### src/rtl/serial_record_loader.sv
// Bit-serial to record-word loader feeding the dataset RAM through a valid/ready write port.
// Define SER_PARITY_EN to add a trailing even-parity bit per record and the par_err output.
module serial_record_loader #(
  parameter int ADDR_W       = 12,
  parameter int MAX_FEATURES = 15,
  parameter int WORD_W       = 16,
  parameter int FEAT_W       = 4
) (
  input  logic                                  CLK,
  input  logic                                  RST,
  input  logic                                  start,
  input  logic [ADDR_W:0]                       num_dp,
  input  logic [FEAT_W-1:0]                     feat,
  input  logic                                  ser,
  input  logic                                  ser_valid,
  output logic                                  ser_ready,
  output logic                                  wr_en,
  input  logic                                  wr_ready,
  output logic [ADDR_W-1:0]                     wr_addr,
  output logic [WORD_W*(MAX_FEATURES+1)-1:0]    wr_data,
  output logic                                  half_flag,
  output logic                                  busy,
  output logic                                  done
`ifdef SER_PARITY_EN
  ,
  output logic                                  par_err
`endif
);

  localparam int DATA_W = WORD_W * (MAX_FEATURES + 1);
  localparam int CNT_W  = $clog2(DATA_W + 1);
  localparam int IDX_W  = $clog2(DATA_W);

  localparam logic [ADDR_W:0]   NUM_MAX  = {1'b1, {ADDR_W{1'b0}}};
  localparam logic [ADDR_W:0]   NUM_ONE  = (ADDR_W+1)'(1);
  localparam logic [FEAT_W-1:0] FEAT_MAX = FEAT_W'(MAX_FEATURES);
  localparam logic [CNT_W-1:0]  CNT_ONE  = CNT_W'(1);
  localparam logic [CNT_W-1:0]  CNT_DATA = CNT_W'(DATA_W);

  typedef enum logic [1:0] {
    IDLE  = 2'd0,
    SHIFT = 2'd1,
    WRITE = 2'd2,
    DONE  = 2'd3
  } state_e;

  state_e              state_q, state_d;
  logic [DATA_W-1:0]   shreg_q, shreg_d;
  logic [CNT_W-1:0]    bit_cnt_q, bit_cnt_d;
  logic [ADDR_W-1:0]   rec_idx_q, rec_idx_d;
  logic [ADDR_W:0]     num_q, num_d;
  logic [CNT_W-1:0]    rec_bits_q, rec_bits_d;
  logic [CNT_W-1:0]    base_q, base_d;
  logic                half_q, half_d;
  logic                ser_ready_q, wr_en_q, busy_q, done_q;
`ifdef SER_PARITY_EN
  logic                par_q, par_d;
  logic                par_err_q, par_err_d;
`endif

  logic [ADDR_W:0]     num_c;
  logic [FEAT_W-1:0]   feat_c;
  logic [CNT_W-1:0]    rec_bits_c;
  logic [CNT_W-1:0]    half_idx;
  logic [IDX_W-1:0]    idx;
  logic                last_rec;

  // Start-time clamps keep the record index from wrapping and the record inside the bus.
  assign num_c      = (num_dp > NUM_MAX) ? NUM_MAX : num_dp;
  assign feat_c     = (feat > FEAT_MAX) ? FEAT_MAX : feat;
  assign rec_bits_c = CNT_W'(WORD_W * (int'(feat_c) + 1));
  assign half_idx   = (rec_bits_q >> 1) - CNT_ONE;
  assign idx        = IDX_W'(base_q + bit_cnt_q);
  assign last_rec   = (({1'b0, rec_idx_q} + NUM_ONE) == num_q);

  always_comb begin
    // NOTE: every next-state variable gets a default first so no path can infer a latch.
    state_d    = state_q;
    shreg_d    = shreg_q;
    bit_cnt_d  = bit_cnt_q;
    rec_idx_d  = rec_idx_q;
    num_d      = num_q;
    rec_bits_d = rec_bits_q;
    base_d     = base_q;
    half_d     = half_q;
`ifdef SER_PARITY_EN
    par_d      = par_q;
    par_err_d  = 1'b0;
`endif

    unique case (state_q)
      IDLE, DONE: begin
        if (start) begin
          num_d      = num_c;
          rec_bits_d = rec_bits_c;
          base_d     = CNT_DATA - rec_bits_c;
          rec_idx_d  = '0;
          shreg_d    = '0;
          bit_cnt_d  = '0;
          half_d     = 1'b0;
`ifdef SER_PARITY_EN
          par_d      = 1'b0;
`endif
          state_d    = (num_c == '0) ? DONE : SHIFT;
        end
      end

      SHIFT: begin
        if (ser_valid) begin
          if (bit_cnt_q != rec_bits_q) begin
            shreg_d[idx] = ser;
            bit_cnt_d    = bit_cnt_q + CNT_ONE;
`ifdef SER_PARITY_EN
            par_d        = par_q ^ ser;
`endif
            if (last_rec && (bit_cnt_q == half_idx)) begin
              half_d = 1'b1;
            end
          end
`ifdef SER_PARITY_EN
          // Trailing parity bit: a mismatch drops the attempt and waits for a resend.
          if (bit_cnt_q == rec_bits_q) begin
            if (ser != par_q) begin
              par_err_d = 1'b1;
              shreg_d   = '0;
              bit_cnt_d = '0;
              par_d     = 1'b0;
            end else begin
              state_d = WRITE;
            end
          end
`else
          if (bit_cnt_q == (rec_bits_q - CNT_ONE)) begin
            state_d = WRITE;
          end
`endif
        end
      end

      WRITE: begin
        if (wr_ready) begin
          if (last_rec) begin
            state_d = DONE;
          end else begin
            rec_idx_d = rec_idx_q + ADDR_W'(1);
            shreg_d   = '0;
            bit_cnt_d = '0;
`ifdef SER_PARITY_EN
            par_d     = 1'b0;
`endif
            state_d   = SHIFT;
          end
        end
      end
    endcase
  end

  always_ff @(posedge CLK or posedge RST) begin
    if (RST) begin
      state_q     <= IDLE;
      shreg_q     <= '0;
      bit_cnt_q   <= '0;
      rec_idx_q   <= '0;
      num_q       <= '0;
      rec_bits_q  <= '0;
      base_q      <= '0;
      half_q      <= 1'b0;
      ser_ready_q <= 1'b0;
      wr_en_q     <= 1'b0;
      busy_q      <= 1'b0;
      done_q      <= 1'b0;
`ifdef SER_PARITY_EN
      par_q       <= 1'b0;
      par_err_q   <= 1'b0;
`endif
    end else begin
      // NOTE: non-blocking assignments so all state updates see pre-edge values.
      state_q     <= state_d;
      shreg_q     <= shreg_d;
      bit_cnt_q   <= bit_cnt_d;
      rec_idx_q   <= rec_idx_d;
      num_q       <= num_d;
      rec_bits_q  <= rec_bits_d;
      base_q      <= base_d;
      half_q      <= half_d;
      ser_ready_q <= (state_d == SHIFT);
      wr_en_q     <= (state_d == WRITE);
      busy_q      <= (state_d == SHIFT) || (state_d == WRITE);
      done_q      <= (state_d == DONE);
`ifdef SER_PARITY_EN
      par_q       <= par_d;
      par_err_q   <= par_err_d;
`endif
    end
  end

  assign ser_ready = ser_ready_q;
  assign wr_en     = wr_en_q;
  assign busy      = busy_q;
  assign done      = done_q;
  assign half_flag = half_q;
  assign wr_addr   = rec_idx_q;
  // The shift register only leaves the block while a write is being offered.
  assign wr_data   = wr_en_q ? shreg_q : '0;
`ifdef SER_PARITY_EN
  assign par_err   = par_err_q;
`endif

endmodule
### config.mk
export PLATFORM = sky130hd
export DESIGN_NAME = serial_record_loader
export DESIGN_NICKNAME = d
export VERILOG_FILES = /design/src/rtl/serial_record_loader.sv
export SDC_FILE = /design/constraint.sdc
export NUM_CORES = 1
export LEC_CHECK = 0
export ABC_CLOCK_PERIOD_IN_PS = 14730
export CORE_ASPECT_RATIO = 1.25
export CORE_MARGIN = 2
export CORE_UTILIZATION = 40
export DETAILED_ROUTE_END_ITERATION = 10
export PLACE_DENSITY_LB_ADDON = 0.15
export RECOVER_POWER = 25
export SLEW_MARGIN = 15
export SYNTH_ARGS = -nofsm -noshare
export SYNTH_HDL_FRONTEND = slang
export SYNTH_SLANG_ARGS = --single-unit
### constraint.sdc
create_clock -name CLK -period 14.73 [get_ports CLK]
set_input_delay 2.946 -clock CLK [delete_from_list [all_inputs] [get_ports CLK]]
set_output_delay 2.946 -clock CLK [all_outputs]
set_load 0.05 [all_outputs]
Fig. 1: run 1, cell placement
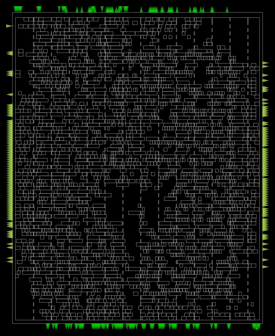
register share of the cell area: 34.84%
post-layout util: 49.69%
flop count: 305
Post-Layout Cell Count: 2862

Fig. 2: run 1, floorplan with the power grid
Scale bar: 50 um. Pins as bars on the die edge. Tap cells in gray.
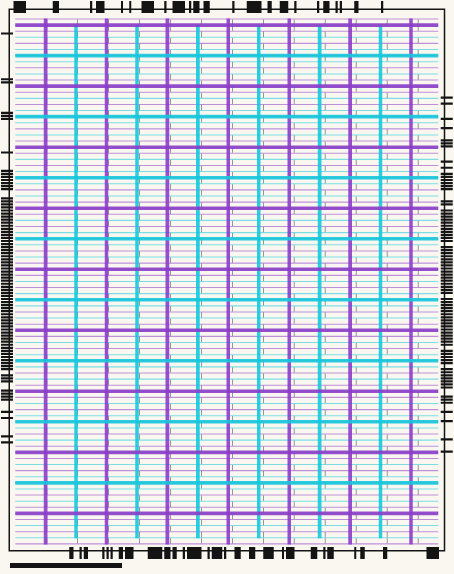
Key: cyan = VDD; purple = VSS
17 straps on met5. 87 met1 rails follow the rows. The core has 86 rows. 296 signal pins sit on the boundary. 13 straps on met4.

Fig. 3: run 1, where the registers sit
Scale bar: 50 um. Other sequential cells in the stronger gray, the rest of the logic in the fainter gray.
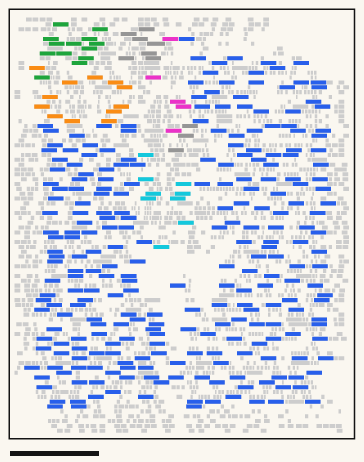
Key: cyan = `bit_cnt_q` [sequential cells 9, where center]; blue = `shreg_q` [sequential cells 256, where widely spread]; green = `num_q` [sequential cells 13, where upper left]; magenta = `rec_bits_q` [sequential cells 5, where top center]; orange = `wr_addr` [sequential cells 12, where upper left]
Flop+latch power: 1.13 mW
Flop area: 7636 um^2

==> impl_metrics.tcl, run 1 <==
# collected from the flow reports
set metrics [dict create \
    finalClockPeriodUsage_pct 53.90 \
    failed_checks "max-capacitance violations, max-slew violations" \
    dp.cells 2800 \
    synth_area_um2 17920 \
    nClkBuffers 52 \
    endpoint "shreg_q[7]" \
    slew_headroom_pct -231.2 \
    yosys_most_used_dff "dfrtp_1" \
    drt_iter0_markers 1587 \
    max_cap_viol_count 3 \
    grt_max_degree 154 \
    synth_cell_types 66 \
    final_area_um2 21920 \
    grt_use_met3_pct 3.382 \
    cts_setup_buffers 0 \
    port_buffers 295 \
    cts_tree "built" \
    vias 16610 \
    top_cells_by_count "dfrtp_1, o21ai_0, a21oi_1" \
    drt-total-wl_um 58830 \
    drt_pass1_iterations 5 \
    cp.arrival_ps 8300 \
    numSynthFlops 305 \
    clock_power_share_pct 29.2 \
    place.gp.congestion 0.8349 \
    synth-warning-count 0 \
    synthTopCellsByArea "dfrtp_1, and2_1, o21ai_0, a21oi_1, nand3_1" \
    gr-max-usage-layer "met2" \
    cp_common_cell "buf_4" \
    largest_reg_flops 256 \
    top_area_cell "dfrtp_1" \
    grt_pass1_wl_um 91500 \
    sh_comb_area_pct 41.99 \
    root_buffer "clkbuf_16" \
    power_mw 3.174 \
    hold_depth 2 \
    nMultiInputCombCells 1595 \
    pre_cts_slack_ps 7473 \
    cpLargestDelayFamily "buffers and inverters" \
    fp_nets 2189 \
    status "finished with violations" \
    startpoint_type "input port" \
    die_y_um 240.7 \
    grt.total_usage_pct 24.38 \
    ys_sh_adder_pct 1.159 \
    clk-power_mw 0.927 \
    ys_chip_area_um2 17920 \
    synth-async-reset-ratio_pct 100.0 \
    met3_length_um 3787 \
    ir_worst_vdd_v 0.00009483 \
    crit_chain "dlygate4sd3_1 -> nor2b_1 -> a21o_1 -> a211o_1 -> buf_4 -> buf_4 -> or3_1 -> o21ai_0" \
    p_int_mw 1.869 \
    final_cell_mix "dfrtp_1, o21ai_0, clkdlybuf4s50_1" \
    final_max_slew_viol_count 221 \
    ys_cells 2150 \
    r2r-end "shreg_q[7]" \
    worst-path-stages 8 \
    logic_area_um2 9205 \
    reg2reg_slack_ps 7720 \
    aoi_share_pct 26.94 \
    syn_to_final_growth_pct 22.31 \
    largest_class "combinational gates" \
    cts_inserted_buffers 35 \
    num_io_pins 296 \
    first_global_vias 15290 \
    min_path_type "register to register" \
    hold_end "base_q[6]" \
]
==> run 2, diff against run 1 <==
--- a/config.mk
+++ b/config.mk
@@ -5,7 +5,7 @@
 export SDC_FILE = /design/constraint.sdc
 export NUM_CORES = 1
 export LEC_CHECK = 0
-export ABC_CLOCK_PERIOD_IN_PS = 14730
+export ABC_CLOCK_PERIOD_IN_PS = 7100
 export CORE_ASPECT_RATIO = 1.25
 export CORE_MARGIN = 2
 export CORE_UTILIZATION = 40
==> constraint.sdc (replaced) <==
create_clock -name CLK -period 7.1 [get_ports CLK]
set_input_delay 1.42 -clock CLK [delete_from_list [all_inputs] [get_ports CLK]]
set_output_delay 1.42 -clock CLK [all_outputs]
set_load 0.05 [all_outputs]
Fig. 4: run 2, floorplan with the power grid
Scale bar: 50 um. Pins as bars on the die edge. Tap cells in gray.
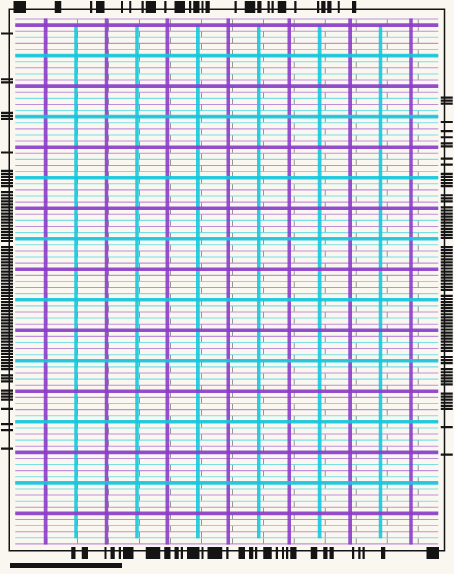
Key: purple = VSS; cyan = VDD
The core has 86 rows. 296 signal pins sit on the boundary. 572 tap cells.
DIE HEIGHT: 240.7 um
Core Area: 44120 um^2
Die W: 193.3 um
maximum VDD drop: 0.0002025 V

Fig. 5: run 2, nets reached from selected ports
Scale bar: 50 um.
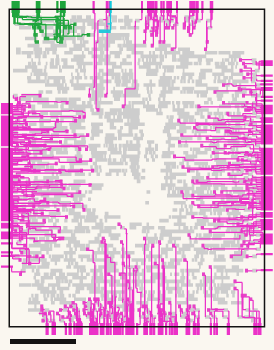
Key: green = `num_dp` [bits 13, direction input, edge top, end cells 18, wire 507 um]; magenta = `wr_data` [bits 256, direction output, edge 80 right, 75 left, 75 bottom, 26 top, end cells 256, wire 8060 um]; cyan = `done` [bits 1, direction output, edge top, end cells 1, wire 17.7 um]

==> run 2 against run 1 <==
The run still ends with max-capacitance violations, max-slew violations left. Largest cell class unchanged. Clock power increased by 97%. Critical endpoint is now shreg_q[85]. Flip-flop count unchanged. Critical path depth decreased by 1.
==> impl_metrics.tcl, run 2 <==
# collected from the flow reports
set metrics [dict create \
    final_max_slew_viol_count 7 \
    final_hold_viol_count 0 \
    ys_chip_area_um2 17920 \
    sh_comb_area_pct 41.96 \
    synth-async-reset-ratio_pct 100.0 \
    cts_tree "built" \
    hold_depth 1 \
    clock_power_share_pct 28.1 \
    pre_cts_slack_ps 2654 \
    first_global_vias 15240 \
    reg2reg_slack_ps 1840 \
    max_cap_viol_count 1 \
    seq_cell_count 305 \
    fin_cells 2862 \
    met3_length_um 3916 \
    synthTopCellsByArea "dfrtp_1, and2_1, o21ai_0, a21oi_1, nand3_1" \
    nClkBuffers 54 \
    largest_class "combinational gates" \
    r2r-end "shreg_q[85]" \
    grt_use_met3_pct 3.773 \
    grt.total_usage_pct 24.23 \
    grt_pass1_wl_um 91070 \
    slew_headroom_pct -27.20 \
    cts_inserted_buffers 35 \
    synth_area_um2 17920 \
    largest_reg_flops 256 \
    p_int_mw 3.834 \
    regArea_um2 7636 \
    aoi_share_pct 26.94 \
    top_cells_by_count "dfrtp_1, o21ai_0, a21oi_1" \
    startpoint_type "register" \
    power_mw 6.518 \
    min_path_type "register to register" \
    final_area_um2 21910 \
    synth-warning-count 0 \
    worst-path-stages 7 \
    ys_sh_adder_pct 1.159 \
    yosys_most_used_dff "dfrtp_1" \
    wire_per_inst_um 20.34 \
    edf_count 0 \
    root_buffer "clkbuf_16" \
    hold_end "shreg_q[32]" \
    fp_nets 2189 \
    grt_max_degree 154 \
    finalClockPeriodUsage_pct 74.03 \
    logic_area_um2 9194 \
    synth_cell_types 66 \
    cts_setup_buffers 0 \
    crit_chain "ha_1 -> xor2_1 -> or4_1 -> a2111oi_0 -> a2111o_2 -> buf_4 -> o21ai_0" \
    cp.arrival_ps 5610 \
    num_io_pins 296 \
    drt_pass1_iterations 5 \
    rows 86 \
    wl_met1_um 25390 \
    port_buffers 295 \
    ys_top_logic_family "AND-OR/OR-AND gates" \
    place.gp.congestion 0.8079 \
    numSynthFlops 305 \
    gr-max-usage-layer "met2" \
    pg_comb_mw 2.34 \
    status "finished with violations" \
    endpoint "shreg_q[85]" \
    dp.cells 2801 \
    syn_to_final_growth_pct 22.28 \
    highest_layer "met4" \
    top_area_cell "dfrtp_1" \
    grt_use_met1_pct 34.31 \
    drt-total-wl_um 58210 \
    drc 0 \
    cpLargestDelayFamily "AND-OR/OR-AND gates" \
    vias 16670 \
    powerSeq_mw 2.34 \
    nMultiInputCombCells 1595 \
    failed_checks "max-capacitance violations, max-slew violations" \
    final_cell_mix "dfrtp_1, clkdlybuf4s50_1, o21ai_0" \
]
Fig. 6: run 2, cell placement
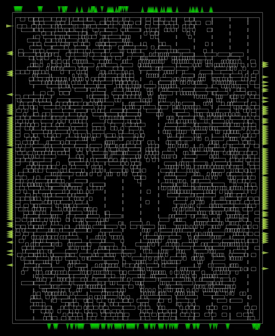
Fillers: 4213
Tapcells: 572
register share of the cell area: 34.85%
post-layout util: 49.67%

==> run 3, diff against run 2 <==
--- a/config.mk
+++ b/config.mk
@@ -5,7 +5,7 @@
 export SDC_FILE = /design/constraint.sdc
 export NUM_CORES = 1
 export LEC_CHECK = 0
-export ABC_CLOCK_PERIOD_IN_PS = 7100
+export ABC_CLOCK_PERIOD_IN_PS = 4900
 export CORE_ASPECT_RATIO = 1.25
 export CORE_MARGIN = 2
 export CORE_UTILIZATION = 40
==> constraint.sdc (replaced) <==
create_clock -name CLK -period 4.9 [get_ports CLK]
set_input_delay 0.98 -clock CLK [delete_from_list [all_inputs] [get_ports CLK]]
set_output_delay 0.98 -clock CLK [all_outputs]
set_load 0.05 [all_outputs]
Fig. 7: run 3, where the registers sit
Scale bar: 50 um. Other sequential cells in the stronger gray, the rest of the logic in the fainter gray.
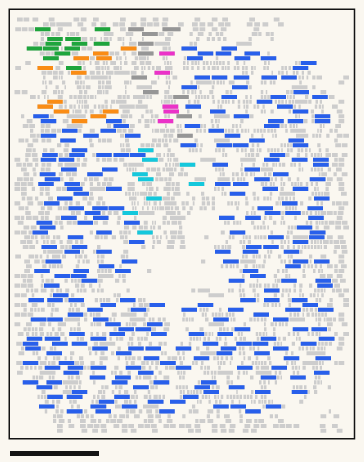
Key: green = `num_q` [sequential cells 13, where upper left]; cyan = `bit_cnt_q` [sequential cells 9, where center]; orange = `wr_addr` [sequential cells 12, where upper left]; blue = `shreg_q` [sequential cells 256, where widely spread]; magenta = `rec_bits_q` [sequential cells 5, where top center]
Another 10 sequential cells are not colored.
register share of the cell area: 34.60%
post-layout util: 50.03%
Flop+latch power: 3.39 mW

Fig. 8: run 3, local utilization
Scale bar: 50 um. 19 x 24 tiles, from white (low) to dark blue (high), 0 to 100% covered.
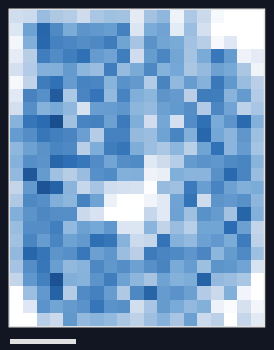
The fullest tile reaches 88%. 4.8% of the tiles are nearly empty. 4.4% of the tiles are over 75% full. The mean over all tiles is 46%.
Pre-Place Util: 40.62%

==> run 3 against run 2 <==
Flip-flop count stayed put. Clock power is 46% higher. Highest routed layer unchanged. Final cell count is 0.52% higher. The run still ends with max-capacitance violations, max-slew violations left. Via count up 0.25%. First-iteration DRC count is 13% lower.
==> impl_metrics.tcl, run 3 <==
# collected from the flow reports
set metrics [dict create \
    dp.cells 2818 \
    wl_met1_um 26220 \
    grt_pass1_wl_um 92670 \
    die_y_um 240.7 \
    reg2reg_slack_ps 1070 \
    pg_comb_mw 3.46 \
    grt_use_met3_pct 3.675 \
    max_cap_viol_count 3 \
    regArea_um2 7636 \
    synth-warning-count 0 \
    synth_cell_types 66 \
    ir_worst_vdd_v 0.0006040 \
    worst-path-stages 3 \
    syn_to_final_growth_pct 23.15 \
    hold_end "shreg_q[0]" \
    seq_cell_count 305 \
    cts_setup_buffers 0 \
    logic_area_um2 9211 \
    yosys_most_used_dff "dfrtp_1" \
    crit_chain "buf_4 -> and2_1 -> clkdlybuf4s50_1" \
    drc 0 \
    vias 16710 \
    cpLargestDelayFamily "buffers and inverters" \
    place.gp.congestion 0.7957 \
    failed_checks "max-capacitance violations, max-slew violations" \
    drt-total-wl_um 59500 \
    top_area_cell "dfrtp_1" \
    aoi_share_pct 26.94 \
    core_um2 44120 \
    port_buffers 295 \
    cts_max_path_buffers 3 \
    hold_depth 1 \
    status "finished with violations" \
    synth_area_um2 17920 \
    rows 86 \
    nClkBuffers 46 \
    fillerInstances 4225 \
    grt.total_usage_pct 24.77 \
    top_cells_by_count "dfrtp_1, o21ai_0, a21oi_1" \
    cts_inserted_buffers 35 \
    edf_count 0 \
    largest_reg_flops 256 \
    num_io_pins 296 \
    final_cell_mix "dfrtp_1, clkdlybuf4s50_1, o21ai_0" \
    min_path_type "register to register" \
    ys_chip_area_um2 17920 \
    ys_top_logic_family "AND-OR/OR-AND gates" \
    tap_cells 572 \
    startpoint_type "register" \
    final_area_um2 22070 \
    met3_length_um 3676 \
    grt_use_met1_pct 34.74 \
    highest_layer "met4" \
    wire_per_inst_um 20.68 \
    largest_class "combinational gates" \
    endpoint "wr_data[190]" \
    fin_cells 2877 \
    clock_power_share_pct 28.0 \
    grt_max_degree 248 \
    drt_pass1_iterations 5 \
    r2r-end "shreg_q[34]" \
    final_max_slew_viol_count 201 \
    cp.arrival_ps 2980 \
    slew_headroom_pct -49.85 \
    gr-max-usage-layer "met2" \
    finalClockPeriodUsage_pct 80.88 \
    final_hold_viol_count 0 \
    die_x_um 193.3 \
    cts_tree "built" \
    p_int_mw 5.575 \
]
Fig. 9: run 3, nets reached from selected ports
Scale bar: 50 um.
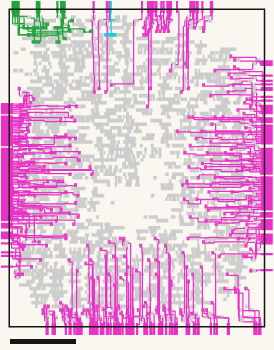
Key: magenta = `wr_data` [bits 256, direction output, edge 80 right, 75 left, 75 bottom, 26 top, end cells 256, wire 8680 um]; green = `num_dp` [bits 13, direction input, edge top, end cells 18, wire 452 um]; cyan = `done` [bits 1, direction output, edge top, end cells 1, wire 24.5 um]

No activity file was given, so power comes from the tool's default toggle rates.
